Design cgra_pe, sky130hd; sources not shown.
wires.png
Bar = 20 µm. Only two layers are drawn.
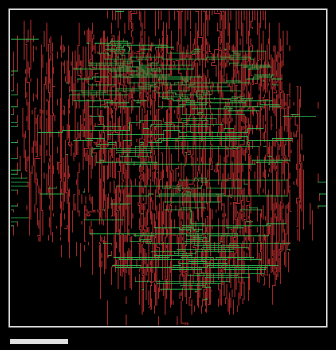
| colour | layer | wire length |
|---|---|---|
| green | metal 3 | 2390 µm |
| red | metal 2 | 9080 µm |
Vias: 6700
WL/cell: 19.6 µm

flops_by_reg.png
Bar = 20 µm. Other sequential cells in the stronger grey, the rest of the logic in the fainter grey.
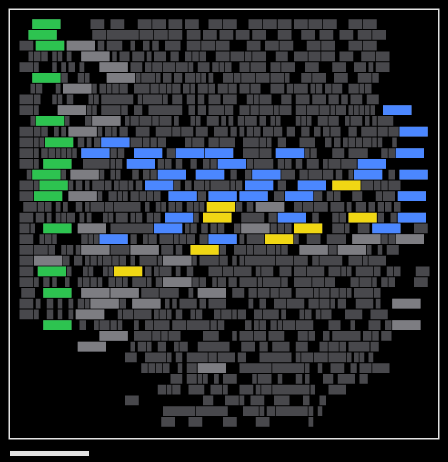
| colour | name in the netlist | flops |
|---|---|---|
| blue | `rf_q` | 32 |
| green | `shadow_q` | 14 |
| yellow | `op0_q` | 8 |
not coloured: 33
Flop area: 1740 µm²
P_seq: 1.04 mW

==> results.yml <==
# implementation run metrics
global_route:
  grt_overflow: 0
  grtUsageMet1_pct: 45.6
  grt_pass1_vias: 6133
  antenna_found_initial: 0
  busiest_layer: "met2"
  use_met2_pct: 53.6
  met3_usage_pct: 8.08
job:
  maxCapViolations: 0
  tool_warnings: 36
floorplanning:
  fp.dieW_um: 108
  die_y_um: 108
  die_area_um2: 11700
  rows: 38
  fp.coreArea_um2: 10700
  fp_util_pct: 57.7
timing:
  worst_pin_slew_ns: 0.775
  rsz0062_at_grt: "no"
  finalMaxSlewViolations: 0
  period_minus_slack_ns: 3.46
  finalSetupViolations: 0
  setup_slack_ns: 0.0944
  finalClockPeriodUsage_pct: 97.3
  slew_headroom_pct: 48.0
  clock.fmax_mhz: 289
clock_tree:
  cts_sinks: 87
  clockBufferDepth: 2
  cts_tree: "done"
  ctsHoldBuffers: 0
  clk_pin_slew_ns: 0.10
  post-cts-setup-buffers: 0
  h-tree-depth: 3
  cts_resized: 0
routing:
  top_layer_used: "met4"
  postRouteAntennaNets: 0
  wl_met3_um: 2390
  drc_errors: 0
  viasPerCell: 6.61
  first_iter_violations: 1059
  met1_length_um: 7770
  wirelength_um: 19900
logic_synthesis:
  numSynthFlops: 87
  syn_inst: 780
  yosysSeqAreaShare_pct: 28.1
  ys_warn_count: 0
  yosysUniqueCellTypes: 82
  edf_count: 0
  ys_cells: 780
  ys_area_um2: 6200
  async_flop_share_pct: 0
  top_area_cell: "dfxtp_1"
  synth-main-ff-cell: "dfxtp_1"
  top_area_share_pct: 28.1
power_and_ir_drop:
  leakagePower_nw: 2.61
  ir_drop_uv: 249
  powerDensity_nw_per_um2: 314
  intPower_mw: 1.59
  power-top-group: "registers"
  p_clk_mw: 0.767
  powerComb_mw: 0.513
  seqPwrFrac_pct: 44.7
  switchingPower_mw: 0.725
critical_path:
  critPathRequiredTime_ns: 3.66
  crit_path_start_kind: "flip-flop"
  r2r_slack_ns: 0.09
  arrival_ns: 3.56
  critPathMaxFanout: 10
  path_cells: "buf_6 > buf_6 > inv_1 > ha_1 > mux2_2 > inv_1 > ha_1 > nor2b_1 > o2111ai_1 > nand3b_1 > xor2_1 > a211oi_2 > o21ai_1"
  worst-path-stages: 13
  cpPeakStageDelay_ns: 0.53
  r2r_cells: 13
outcome:
  outcome: "completed"
finish:
  antenna_cells: 0
  synthToLayoutAreaGrowth_pct: 18.8
  instances_no_fill: 1013
  fin_nets: 961
  final_util_pct: 68.6
  fin_area_um2: 7370
  largest_register_ffs: 32
place:
  dp.cells: 997
  globalplace.congestion: 0.965
  port_buffers: 77
  place_ws_ns: 0.180
  hpwl_um: 14900
worst_hold_path:
  min_path_type: "reg2reg"
## cell usage in the layout (no fill, tap or decap), drive strengths merged, types with 7 or more instances in the layout
master	instances
clkbuf	42
o22ai	17
nand2b	8
o21ai	55
o2bb2ai	9
nor2	34
inv	35
nand3	26
a2111oi	9
nor2b	14
mux2i	26
clkdlybuf4s50	77
o211ai	7
a221oi	7
ha	25
o221ai	9
nor3	16
a211oi	10
mux4	10
xnor2	8
mux2	12
a22oi	16
nand2	119
a21oi	81
buf	31
dfxtp	87
## final cells by class
| type | count | area, µm² |
|---|---|---|
| Timing Repair Buffer | 77 | 771 |
| Sequential cell | 87 | 1740 |
| Multi-Input combinational cell | 598 | 4030 |
| Inverter | 31 | 116 |
| Buffer | 64 | 312 |
| Fill cell | 907 | 3380 |
| Clock buffer | 9 | 124 |
| Clock inverter | 7 | 95.1 |
| Tap cell | 140 | 175 |
## synth_stat cells (4+ instances only)
master	instances
nor3_1	13
xnor2_1	7
buf_1	4
a222oi_1	5
nand2_1	117
nand2b_1	8
a311oi_1	5
a22oi_1	16
o2bb2ai_1	9
buf_2	18
and2_1	6
buf_6	4
a21o_1	6
nand3_1	25
nor2b_1	14
a21oi_1	80
mux2_2	11
mux2i_1	26
mux4_2	9
a211oi_1	9
a31oi_1	5
o21ai_0	34
o22ai_1	17
a221oi_1	6
nor2_1	34
o21ai_1	21
a2111oi_1	4
a2111oi_0	4
and3_1	6
ha_1	25
buf_4	5
o211ai_1	7
inv_1	25
clkbuf_1	33
dfxtp_1	87
o221ai_1	9
inv_2	5
## kinds of logic (layout without fill, tap and decap cells)
logic type,count (synthesis),count (layout),synth area share [%]
simple gates,252,252,20.2
xor+xnor,10,10,1.53
compound gates,262,262,27.8
fa+ha+maj,26,26,5.37
flops,87,87,28.1
buf+inv,95,188,6.90
mux,48,48,10.1
Power figures rest on the tool's default switching activity, not on a simulated workload.
